File: src/rtl/uart_pkg.sv
// Shared UART transmit definitions: FSM state encoding, parity-mode codes
// and the oversampling ratio used to time each bit on the line.
package uart_pkg;

  typedef enum logic [2:0] {
    IDLE   = 3'd0,
    START  = 3'd1,
    DATA   = 3'd2,
    PARITY = 3'd3,
    STOP   = 3'd4
  } tx_state_e;

  localparam logic [1:0] PAR_NONE0 = 2'b00;
  localparam logic [1:0] PAR_ODD   = 2'b01;
  localparam logic [1:0] PAR_EVEN  = 2'b10;
  localparam logic [1:0] PAR_NONE3 = 2'b11;

  // sam_tick pulses per serial bit
  localparam int TICKS_PER_BIT = 16;

  // A parity bit is only sent for the odd and even modes; 00 and 11 both mean none
  function automatic logic parity_enabled(input logic [1:0] mode);
    return (mode == PAR_ODD) || (mode == PAR_EVEN);
  endfunction

endpackage

File: src/rtl/uart_tx_fifo.sv
// Small synchronous FIFO that buffers bytes ahead of the UART transmitter.
// DEPTH must be a power of two (at least 2) so the pointers wrap on their own.
// A push is taken while full as long as a pop happens in the same cycle.
module uart_tx_fifo #(
  parameter int DATA_W = 8,
  parameter int DEPTH  = 4
) (
  input  logic              clk,
  input  logic              reset,
  input  logic              push,
  input  logic [DATA_W-1:0] wr_data,
  input  logic              pop,
  output logic [DATA_W-1:0] rd_data,
  output logic              full,
  output logic              empty
);
  localparam int AW = $clog2(DEPTH);
  localparam logic [AW:0] COUNT_FULL = (AW + 1)'(DEPTH);

  logic [DATA_W-1:0] mem_q [DEPTH];
  logic [AW-1:0]     wr_ptr_q, wr_ptr_d;
  logic [AW-1:0]     rd_ptr_q, rd_ptr_d;
  logic [AW:0]       count_q, count_d;
  logic              do_push, do_pop;

  assign full    = (count_q == COUNT_FULL);
  assign empty   = (count_q == '0);
  assign rd_data = mem_q[rd_ptr_q];

  // Qualify requests and advance pointers / occupancy
  always_comb begin
    do_pop   = pop && !empty;
    do_push  = push && (!full || do_pop);
    wr_ptr_d = do_push ? wr_ptr_q + AW'(1) : wr_ptr_q;
    rd_ptr_d = do_pop  ? rd_ptr_q + AW'(1) : rd_ptr_q;
    count_d  = count_q;
    case ({do_push, do_pop})
      2'b10:   count_d = count_q + (AW + 1)'(1);
      2'b01:   count_d = count_q - (AW + 1)'(1);
      default: count_d = count_q;
    endcase
  end

  // Pointer and count registers; reset empties the FIFO
  always_ff @(posedge clk or posedge reset) begin
    if (reset) begin
      wr_ptr_q <= '0;
      rd_ptr_q <= '0;
      count_q  <= '0;
    end else begin
      wr_ptr_q <= wr_ptr_d;
      rd_ptr_q <= rd_ptr_d;
      count_q  <= count_d;
    end
  end

  // Storage array, written at the write pointer
  always_ff @(posedge clk) begin
    if (do_push) mem_q[wr_ptr_q] <= wr_data;
  end

endmodule

File: src/rtl/uart_tx_fsm.sv
// UART transmitter: start bit, DATA_W data bits LSB first, optional parity,
// one or two stop bits, each bit held for TICKS_PER_BIT sam_tick pulses.
// Build option UART_TX_FIFO_EN places a FIFO_DEPTH-entry buffer (uart_tx_fifo)
// in front of the FSM; without it the FSM takes bytes directly in IDLE.
//
// Handshake: a byte on data_in is taken on a rising clk edge where tx_start
// and tx_ready are both high; tx_start while tx_ready is low is dropped.
// Parity mode and stop-bit count are captured when the FSM loads the byte.
module uart_tx_fsm
  import uart_pkg::*;
#(
  parameter int DATA_W     = 8,
  parameter int FIFO_DEPTH = 4
) (
  input  logic              clk,
  input  logic              reset,
  input  logic              sam_tick,
  input  logic [1:0]        parity,
  input  logic              stop_bit,
  input  logic              tx_start,
  input  logic [DATA_W-1:0] data_in,
  output logic              tx_ready,
  output logic              tx,
  output logic              busy,
  output logic              tx_done,
  output tx_state_e         dbg_state
);
  localparam int               BIT_W       = (DATA_W > 1) ? $clog2(DATA_W) : 1;
  localparam logic [4:0]       TICK_LAST_1 = 5'(TICKS_PER_BIT - 1);
  localparam logic [4:0]       TICK_LAST_2 = 5'(2 * TICKS_PER_BIT - 1);
  localparam logic [BIT_W-1:0] BIT_LAST    = BIT_W'(DATA_W - 1);

  tx_state_e         state_q, state_d;
  logic [4:0]        tick_q, tick_d;
  logic [BIT_W-1:0]  bit_q, bit_d;
  logic [DATA_W-1:0] shift_q, shift_d;
  logic              par_en_q, par_en_d;
  logic              par_bit_q, par_bit_d;
  logic              stop2_q, stop2_d;
  logic              tx_q, tx_d;
  logic              done_q, done_d;
  logic              bit_end;
  logic              load_valid;
  logic [DATA_W-1:0] load_data;

`ifdef UART_TX_FIFO_EN
  logic fifo_full, fifo_empty, fifo_pop, fifo_push;

  assign tx_ready   = !fifo_full;
  assign fifo_push  = tx_start && tx_ready;
  assign fifo_pop   = (state_q == IDLE) && !fifo_empty;
  assign load_valid = fifo_pop;

  uart_tx_fifo #(
    .DATA_W (DATA_W),
    .DEPTH  (FIFO_DEPTH)
  ) u_fifo (
    .clk     (clk),
    .reset   (reset),
    .push    (fifo_push),
    .wr_data (data_in),
    .pop     (fifo_pop),
    .rd_data (load_data),
    .full    (fifo_full),
    .empty   (fifo_empty)
  );
`else
  logic unused_fifo_depth;

  assign unused_fifo_depth = ^FIFO_DEPTH;
  assign tx_ready          = (state_q == IDLE);
  assign load_valid        = tx_start && tx_ready;
  assign load_data         = data_in;
`endif

  assign tx        = tx_q;
  assign busy      = (state_q != IDLE);
  assign tx_done   = done_q;
  assign dbg_state = state_q;

  // Next-state, tick/bit counting and the registered line value
  always_comb begin
    state_d   = state_q;
    tick_d    = tick_q;
    bit_d     = bit_q;
    shift_d   = shift_q;
    par_en_d  = par_en_q;
    par_bit_d = par_bit_q;
    stop2_d   = stop2_q;
    done_d    = 1'b0;
    tx_d      = 1'b1;

    // The second stop bit is folded into one 32-tick STOP period
    bit_end = sam_tick &&
              (tick_q == (((state_q == STOP) && stop2_q) ? TICK_LAST_2 : TICK_LAST_1));

    if ((state_q != IDLE) && sam_tick) begin
      tick_d = bit_end ? 5'd0 : tick_q + 5'd1;
    end

    case (state_q)
      IDLE: begin
        if (load_valid) begin
          state_d   = START;
          shift_d   = load_data;
          par_en_d  = parity_enabled(parity);
          par_bit_d = (parity == PAR_ODD) ? ~(^load_data) : (^load_data);
          stop2_d   = stop_bit;
          tick_d    = 5'd0;
          bit_d     = '0;
        end
      end
      START: begin
        if (bit_end) state_d = DATA;
      end
      DATA: begin
        if (bit_end) begin
          shift_d = shift_q >> 1;
          if (bit_q == BIT_LAST) begin
            bit_d   = '0;
            state_d = par_en_q ? PARITY : STOP;
          end else begin
            bit_d = bit_q + BIT_W'(1);
          end
        end
      end
      PARITY: begin
        if (bit_end) state_d = STOP;
      end
      STOP: begin
        if (bit_end) begin
          state_d = IDLE;
          done_d  = 1'b1;
        end
      end
      default: state_d = IDLE;
    endcase

    // tx is registered from the state being entered so the line never glitches
    case (state_d)
      START:   tx_d = 1'b0;
      DATA:    tx_d = shift_d[0];
      PARITY:  tx_d = par_bit_d;
      default: tx_d = 1'b1;
    endcase
  end

  // State and datapath registers; reset aborts any frame with the line idle
  always_ff @(posedge clk or posedge reset) begin
    if (reset) begin
      state_q   <= IDLE;
      tick_q    <= '0;
      bit_q     <= '0;
      shift_q   <= '0;
      par_en_q  <= 1'b0;
      par_bit_q <= 1'b0;
      stop2_q   <= 1'b0;
      tx_q      <= 1'b1;
      done_q    <= 1'b0;
    end else begin
      state_q   <= state_d;
      tick_q    <= tick_d;
      bit_q     <= bit_d;
      shift_q   <= shift_d;
      par_en_q  <= par_en_d;
      par_bit_q <= par_bit_d;
      stop2_q   <= stop2_d;
      tx_q      <= tx_d;
      done_q    <= done_d;
    end
  end

endmodule

File: config.mk
export PLATFORM = sky130hd
export DESIGN_NAME = uart_tx_fsm
export DESIGN_NICKNAME = d
export VERILOG_FILES = /design/src/rtl/uart_pkg.sv /design/src/rtl/uart_tx_fifo.sv /design/src/rtl/uart_tx_fsm.sv
export SDC_FILE = /design/constraint.sdc
export NUM_CORES = 1
export LEC_CHECK = 0
export CAP_MARGIN = 20
export CORE_UTILIZATION = 28
export DETAILED_ROUTE_END_ITERATION = 8
export PLACE_DENSITY_LB_ADDON = 0.2
export SLEW_MARGIN = 10
export SYNTH_ARGS = -nofsm -noshare
export SYNTH_HDL_FRONTEND = slang
export SYNTH_SLANG_ARGS = --single-unit
File: constraint.sdc
create_clock -name clk -period 2.35 [get_ports clk]
set_clock_uncertainty 0.1 [all_clocks]
set_input_delay 0.3525 -clock clk [delete_from_list [all_inputs] [get_ports clk]]
set_output_delay 0.3525 -clock clk [all_outputs]
set_load 0.1 [all_outputs]
==> images/drive_strength.png <==
Drawn at 6 px/µm.
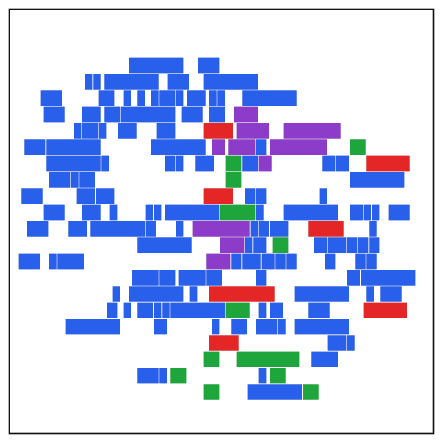
colour	size	cells	share	most used
blue	drive 1 or less	127	81%	nand2_1
green	drive 3 to 4	12	7.7%	buf_4
red	drive 6 and up	7	4.5%	clkbuf_8
purple	drive 2	10	6.4%	dfrtp_2

==> images/pins.png <==
Drawn at 6 px/µm. Pins as bars across the die edge, other pins in grey.
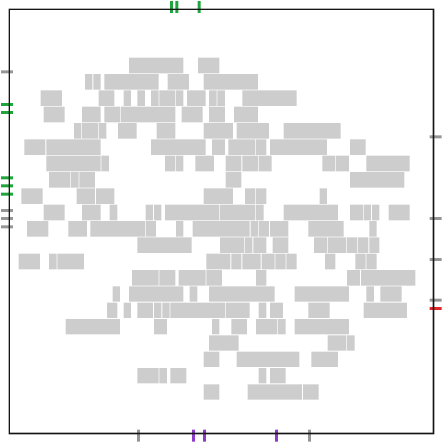
colour	port	pins	direction	edge
red	busy	1	output	right
green	data_in	8	input	5 left, 3 top
purple	dbg_state	3	output	bottom
count of input and output buffers: 21
height of the chip: 70.5 µm
die span in x: 70.5 µm

==> run notes <==
Status of the implementation.

- The total global routing overflow is 0, for reference.
- The beginning of the critical path is dbg_state[2], for reference.
- For this run, design rule violations remaining after detail routing come to 2.
- The global routing report lists combined usage of all routing layers as 0.124.
- The number of H-tree branching levels is 1, for reference.
- The flow ran to the end, but the final reports show violations.
- Yosys instantiated no cell more often than nand2_1.
- In the final design, more cell area goes to logic gates than to any other class.
- The detailed-routing iteration count for the pre-antenna-repair pass is 6, for reference.
- The most critical min-delay path falls under in2async.
- In the layout the commonest cells are 24 x nand2_1, 20 x dfrtp_1, 14 x clkdlybuf4s50_1.
- The cell sitting at the root of the clock tree is a clkbuf_8.
- By count the netlist is led by 24 x nand2_1, 23 x dfrtp_1, 10 x o21ai_0, 8 x nor2_1, 7 x xnor2_1.
- The global router reports that the layer with the highest usage is met2.
- The final reports fail on DRC.
- The multiplexer share of the synthesized area is 0.00763, for reference.
- The cell area after placement is 0.00159 mm², for reference.
- The prevailing logic family in the synthesized netlist is simple AND/OR/NAND/NOR gates, for reference.
- Tap insertion was completed with 52 tapcells.
- Data arrives at the worst endpoint at 2.21 ns.
- The post-route total power is 1.63 mW, for reference.
- The synthesis report lists the most area-consuming cells as dfrtp_1 44%, nand2_1 6.9%, xnor2_1 4.7%.
- Per Yosys stat, the portion of area used by sequential elements is 0.459.
- In the final timing run, aggregate negative setup slack is 0 ns.
==> images/metal_stack.png <==
Drawn at 6 px/µm. Two of the layers only.
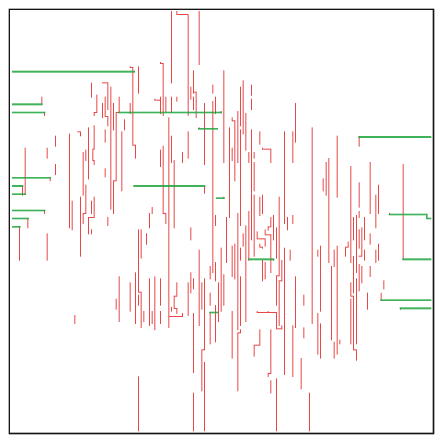
colour	layer	wire length
green	met3	125 µm
red	met2	1290 µm

No activity file was given, so power comes from the tool's default toggle rates.
